## src/rtl/uart_pkg.sv

```systemverilog
// ---------------------------------------------------------------------------
// uart_pkg
// Shared definitions for the UART receive path (and reusable by UART_Tx):
//   - rx_state_e  : receiver state machine encoding
//   - OVERSAMPLE  : sample ticks per bit period (always 16)
//   - MID_SAMPLE  : tick index that lands in the middle of the start bit
//   - calc_div()  : clock cycles per oversample tick, rounded to nearest
// ---------------------------------------------------------------------------
package uart_pkg;

  typedef enum logic [2:0] {
    WAIT_IDLE,
    IDLE,
    START,
    DATA,
    STOP
  } rx_state_e;

  localparam int OVERSAMPLE = 16;
  localparam int MID_SAMPLE = 7;

  // Rounded-to-nearest divide so that odd clock/baud ratios do not all
  // truncate towards a fast tick.
  function automatic int calc_div(input int clk_freq, input int baud);
    int denom;
    denom = baud * OVERSAMPLE;
    return (clk_freq + denom / 2) / denom;
  endfunction

endpackage

```

## src/rtl/uart_rx_if.sv

```systemverilog
// ---------------------------------------------------------------------------
// uart_rx_if
// Consumer-side bundle of the UART receiver.
//   rx_data   : last good received byte
//   rx_valid  : rx_data holds an unacknowledged byte
//   rx_ack    : one-clk acknowledge pulse from the consumer
//   frame_err : sticky, stop bit sampled low
//   overrun   : sticky, a byte was dropped because rx_valid was still set
//   rx_busy   : a frame is being received
// Modports: master = the receiver, slave = the consumer.
// ---------------------------------------------------------------------------
interface uart_rx_if;
  logic [7:0] rx_data;
  logic       rx_valid;
  logic       rx_ack;
  logic       frame_err;
  logic       overrun;
  logic       rx_busy;

  modport master (
    output rx_data,
    output rx_valid,
    output frame_err,
    output overrun,
    output rx_busy,
    input  rx_ack
  );

  modport slave (
    input  rx_data,
    input  rx_valid,
    input  frame_err,
    input  overrun,
    input  rx_busy,
    output rx_ack
  );
endinterface

```

## src/rtl/uart_baud_tick.sv

```systemverilog
// ---------------------------------------------------------------------------
// uart_baud_tick
// Free-running divider that emits a one-clk tick every DIV clocks.
// Ports:
//   clk    : system clock
//   rst    : synchronous active-low reset, clears the counter
//   clr_i  : synchronous clear, realigns the tick phase (e.g. to a start edge)
//   tick_o : high for one clk when the counter sits at DIV-1
// ---------------------------------------------------------------------------
module uart_baud_tick #(
  parameter int DIV = 10
) (
  input  logic clk,
  input  logic rst,
  input  logic clr_i,
  output logic tick_o
);

  localparam int CW = (DIV > 1) ? $clog2(DIV) : 1;
  localparam logic [CW-1:0] LAST = CW'(DIV - 1);

  logic [CW-1:0] cnt_q;
  logic [CW-1:0] cnt_d;

  // Next count: wrap at DIV-1, or restart from zero when the owner asks for
  // a fresh phase.
  always_comb begin
    cnt_d = cnt_q + 1'b1;
    if (clr_i || (cnt_q == LAST)) begin
      cnt_d = '0;
    end
  end

  // Counter register.
  always_ff @(posedge clk) begin
    if (!rst) begin
      cnt_q <= '0;
    end else begin
      cnt_q <= cnt_d;
    end
  end

  assign tick_o = (cnt_q == LAST);

endmodule

```

## src/rtl/uart_rx.sv

```systemverilog
// ---------------------------------------------------------------------------
// uart_rx
// 8N1 UART receiver with 16x oversampling, mid-bit sampling, start-bit
// glitch rejection, framing and overrun detection, and a one-byte holding
// register handed to the consumer through a valid/ack handshake.
// Ports:
//   clk    : system clock, all logic on the rising edge
//   rst    : synchronous active-low reset
//   rxd_in : asynchronous serial input, idles high
//   rx_if  : uart_rx_if.master (rx_data, rx_valid, rx_ack, frame_err,
//            overrun, rx_busy)
// ---------------------------------------------------------------------------
module uart_rx #(
  parameter int CLK_FREQ   = 50_000_000,
  parameter int BAUD       = 9600,
  parameter int OVERSAMPLE = 16
) (
  input  logic         clk,
  input  logic         rst,
  input  logic         rxd_in,
  uart_rx_if.master    rx_if
);

  import uart_pkg::*;

  localparam int DIV    = calc_div(CLK_FREQ, BAUD);
  localparam int SCNT_W = $clog2(OVERSAMPLE);
  localparam logic [SCNT_W-1:0] LAST_CNT = SCNT_W'(OVERSAMPLE - 1);
  localparam logic [SCNT_W-1:0] MID_CNT  = SCNT_W'(MID_SAMPLE);

  logic              sync1_q;
  logic              line_q;
  rx_state_e         state_q,  state_d;
  logic [SCNT_W-1:0] scnt_q,   scnt_d;
  logic [2:0]        bidx_q,   bidx_d;
  logic [7:0]        shift_q,  shift_d;
  logic [7:0]        data_q,   data_d;
  logic              valid_q,  valid_d;
  logic              ferr_q,   ferr_d;
  logic              ovr_q,    ovr_d;
  logic              busy_q,   busy_d;
  logic              tick;
  logic              tick_clr;
  logic              good_stop;

  uart_baud_tick #(
    .DIV (DIV)
  ) u_tick (
    .clk    (clk),
    .rst    (rst),
    .clr_i  (tick_clr),
    .tick_o (tick)
  );

  // Next-state logic for the frame FSM and the holding register.
  // In WAIT_IDLE scnt is reused as the run length of consecutive high
  // ticks; elsewhere it counts ticks within the current bit.
  always_comb begin
    state_d   = state_q;
    scnt_d    = scnt_q;
    bidx_d    = bidx_q;
    shift_d   = shift_q;
    data_d    = data_q;
    valid_d   = valid_q;
    ferr_d    = ferr_q;
    ovr_d     = ovr_q;
    tick_clr  = 1'b0;
    good_stop = 1'b0;

    case (state_q)
      WAIT_IDLE: begin
        if (tick) begin
          if (!line_q) begin
            scnt_d = '0;
          end else if (scnt_q == LAST_CNT) begin
            scnt_d  = '0;
            state_d = IDLE;
          end else begin
            scnt_d = scnt_q + 1'b1;
          end
        end
      end

      IDLE: begin
        if (!line_q) begin
          state_d  = START;
          scnt_d   = '0;
          tick_clr = 1'b1;
        end
      end

      START: begin
        if (tick) begin
          if (scnt_q == MID_CNT) begin
            scnt_d = '0;
            if (!line_q) begin
              state_d = DATA;
              bidx_d  = '0;
            end else begin
              state_d = IDLE;
            end
          end else begin
            scnt_d = scnt_q + 1'b1;
          end
        end
      end

      DATA: begin
        if (tick) begin
          if (scnt_q == LAST_CNT) begin
            scnt_d  = '0;
            shift_d = {line_q, shift_q[7:1]};
            bidx_d  = bidx_q + 1'b1;
            if (bidx_q == 3'd7) begin
              state_d = STOP;
            end
          end else begin
            scnt_d = scnt_q + 1'b1;
          end
        end
      end

      STOP: begin
        if (tick) begin
          if (scnt_q == LAST_CNT) begin
            scnt_d = '0;
            if (line_q) begin
              good_stop = 1'b1;
              state_d   = IDLE;
            end else begin
              ferr_d  = 1'b1;
              state_d = WAIT_IDLE;
            end
          end else begin
            scnt_d = scnt_q + 1'b1;
          end
        end
      end

      default: begin
        state_d = WAIT_IDLE;
        scnt_d  = '0;
      end
    endcase

    // A same-clk ack frees the holding register for the new byte, so only
    // a completion with no room and no ack counts as an overrun.
    if (good_stop) begin
      if (!valid_q || rx_if.rx_ack) begin
        data_d  = shift_q;
        valid_d = 1'b1;
        ferr_d  = 1'b0;
      end else begin
        ovr_d = 1'b1;
      end
    end else if (rx_if.rx_ack && valid_q) begin
      valid_d = 1'b0;
      ovr_d   = 1'b0;
    end
  end

  // Busy is registered from the next state so it changes on the same edge
  // as the state register.
  always_comb begin
    busy_d = (state_d != IDLE) && (state_d != WAIT_IDLE);
  end

  // State and output registers plus the two-flop input synchronizer, which
  // resets to the idle line level.
  always_ff @(posedge clk) begin
    if (!rst) begin
      sync1_q <= 1'b1;
      line_q  <= 1'b1;
      state_q <= WAIT_IDLE;
      scnt_q  <= '0;
      bidx_q  <= '0;
      shift_q <= '0;
      data_q  <= '0;
      valid_q <= 1'b0;
      ferr_q  <= 1'b0;
      ovr_q   <= 1'b0;
      busy_q  <= 1'b0;
    end else begin
      sync1_q <= rxd_in;
      line_q  <= sync1_q;
      state_q <= state_d;
      scnt_q  <= scnt_d;
      bidx_q  <= bidx_d;
      shift_q <= shift_d;
      data_q  <= data_d;
      valid_q <= valid_d;
      ferr_q  <= ferr_d;
      ovr_q   <= ovr_d;
      busy_q  <= busy_d;
    end
  end

  assign rx_if.rx_data   = data_q;
  assign rx_if.rx_valid  = valid_q;
  assign rx_if.frame_err = ferr_q;
  assign rx_if.overrun   = ovr_q;
  assign rx_if.rx_busy   = busy_q;

endmodule

```

## src/flat_wrapper.sv

```systemverilog
// flat-port wrapper written by rule: the top's interface ports become plain ports
module uart_rx_flat import uart_pkg::*;
#(
  parameter int CLK_FREQ   = 50_000_000,
  parameter int BAUD       = 9600,
  parameter int OVERSAMPLE = 16
)
  (clk, rst, rxd_in, rx_if_rx_data, rx_if_rx_valid, rx_if_frame_err, rx_if_overrun, rx_if_rx_busy, rx_if_rx_ack);
  uart_rx_if rx_if_i ();
  input  logic clk;
  input  logic rst;
  input  logic rxd_in;
  output wire logic [$bits(rx_if_i.rx_data)-1:0] rx_if_rx_data;
  output wire logic [$bits(rx_if_i.rx_valid)-1:0] rx_if_rx_valid;
  output wire logic [$bits(rx_if_i.frame_err)-1:0] rx_if_frame_err;
  output wire logic [$bits(rx_if_i.overrun)-1:0] rx_if_overrun;
  output wire logic [$bits(rx_if_i.rx_busy)-1:0] rx_if_rx_busy;
  input wire logic [$bits(rx_if_i.rx_ack)-1:0] rx_if_rx_ack;
  assign rx_if_rx_data = rx_if_i.rx_data;
  assign rx_if_rx_valid = rx_if_i.rx_valid;
  assign rx_if_frame_err = rx_if_i.frame_err;
  assign rx_if_overrun = rx_if_i.overrun;
  assign rx_if_rx_busy = rx_if_i.rx_busy;
  assign rx_if_i.rx_ack = rx_if_rx_ack;
  uart_rx #(.CLK_FREQ(CLK_FREQ), .BAUD(BAUD), .OVERSAMPLE(OVERSAMPLE)) u_core (.clk(clk), .rst(rst), .rxd_in(rxd_in), .rx_if(rx_if_i));
endmodule
```

## config.mk

```make
export PLATFORM = sky130hd
export DESIGN_NAME = uart_rx_flat
export DESIGN_NICKNAME = d
export VERILOG_FILES = /design/src/rtl/uart_pkg.sv /design/src/rtl/uart_rx_if.sv /design/src/rtl/uart_baud_tick.sv /design/src/rtl/uart_rx.sv /design/src/flat_wrapper.sv
export SDC_FILE = /design/constraint.sdc
export NUM_CORES = 1
export LEC_CHECK = 0
export ABC_AREA = 1
export CORE_MARGIN = 2
export CORE_UTILIZATION = 51
export CTS_CLUSTER_SIZE = 10
export DETAILED_ROUTE_END_ITERATION = 10
export PLACE_DENSITY_LB_ADDON = 0.25
export SLEW_MARGIN = 40
export SYNTH_ARGS = -nofsm -noshare
export SYNTH_HDL_FRONTEND = slang
export SYNTH_SLANG_ARGS = --single-unit
export TNS_END_PERCENT = 100
```

## constraint.sdc

```tcl
create_clock -name clk -period 1.5 [get_ports clk]
set_clock_uncertainty 0.1 [all_clocks]
set_input_delay 0.3 -clock clk [delete_from_list [all_inputs] [get_ports clk]]
set_output_delay 0.3 -clock clk [all_outputs]
set_load 0.005 [all_outputs]
```

Fig. 1: metal 1
Cells faint in the background.
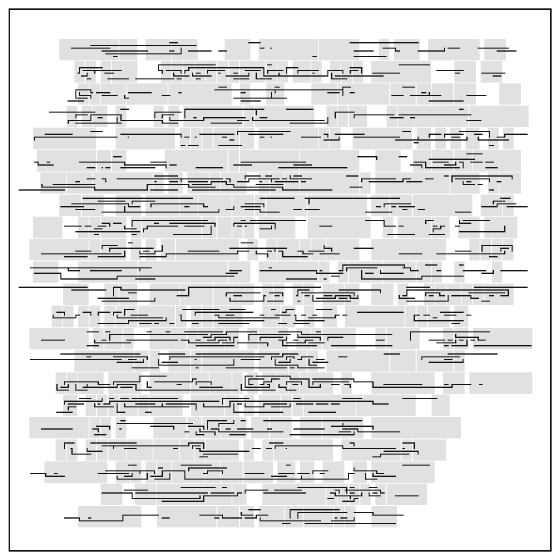
wire length on this layer: 2170 um
longest straight run: 20.0 um
main direction: horizontal
share of all routed wire: 43%

Fig. 2: track usage over the die
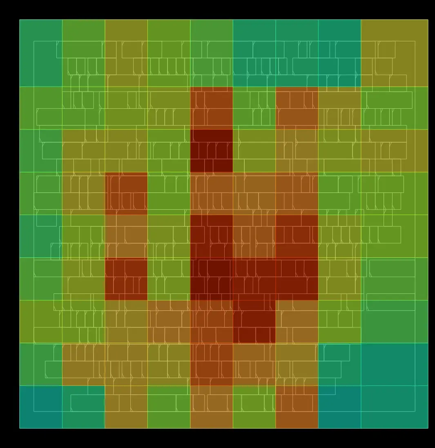
met2 Use GR: 42.8%
per-cell routed wire length: 13.0 um

Fig. 3: placement density heat map
Scale bar: 20 um. 7 x 7 tiles, from dark blue (low) to red (high), 0 to 100% covered.
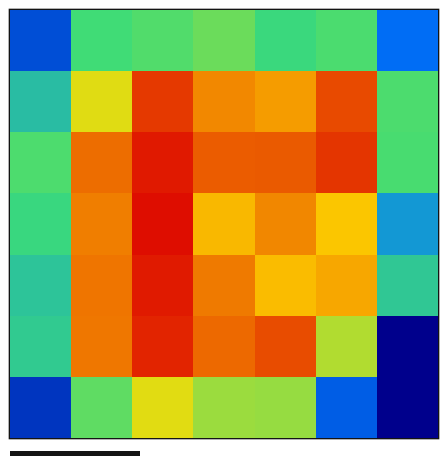
densest ninth of the die: center
tiles over 75% full: 47%
nearly empty tiles: 4.1%
mean over tiles: 64%
fullest tile: 99%

Fig. 4: M2 wires
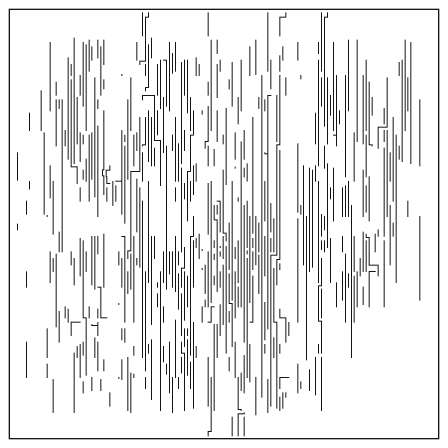
wire length on this layer: 2610 um
share of all routed wire: 51%

Fig. 5: drive-strength map
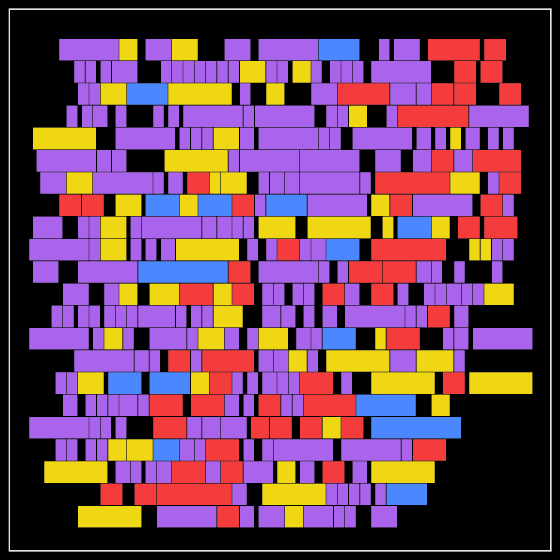
legend:
  red:
    size: _3 and _4 cells
    cells: 55
    most_used: buf_4
  blue:
    size: _6 and larger
    cells: 15
    most_used: buf_6
  purple:
    size: _0 and _1 cells
    cells: 219
    most_used: nand2_1
  yellow:
    size: _2 cells
    cells: 54
    most_used: dfxtp_2

==> job_summary.md <==
## Synthesis and layout report

| Metric | Value |
|---|---|
| Finish-stage setup viols | 23 |
| Met1 GRT Util | 29.1% |
| Total Negative Setup Slacks | -1.43 ns |
| Die area | 4360 um2 |
| GR Util All Layers | between 20% and 30% |
| Worst Hold Path EP | u_core.line_q$_SDFF_PN1_ |
| Top-area cell share | approximately two fifths |
| Top cells by count, synth | nand2_1 (66), inv_1 (44), nor2_1 (44) |
| Max-slew headroom | 82.2% |
| Diodes inserted | 0 |
| WP data arrival | about 1.7 ns |
| Flops | 41 |
| Outcome | finished, violations left |
| Power Clock | between 1 and 1.5 mW |
| Hold-critical path depth | 1 |
| Met3 wire length | approximately 170 um |
| Failing checks | negative setup slack |
| Flop share of the area | a little under 30% |
| WL met1 | ~2.2 mm |
| Final WS setup | -0.100 ns |
| GP Congestion | between 0.8 and 0.9 |
| Worst min-delay path category | register to register |
| Congestion Overflow GR | 0 |
| Largest register FFs | 9 |
| Reg-to-reg startpoint | u_core.u_tick.cnt_q[1]$_SDFF_PP0_ |
| CLK BUF | 5 |
| Leak pwr | roughly 1.4 nW |
| # fillers | approximately 250 |
| Worst-margin pin slew | approximately 0.27 ns |
| Top Layout Cells | nand2_1 (50), nor2_1 (40), inv_1 (38), buf_4 (32), dfxtp_1 (28) |
| Logic share of the area | between 40% and 50% |
| Clock network contribution to total cell area | around 4.8% |
| Drt pass-1 iters | 4 |
No activity file was given, so power comes from the tool's default toggle rates.
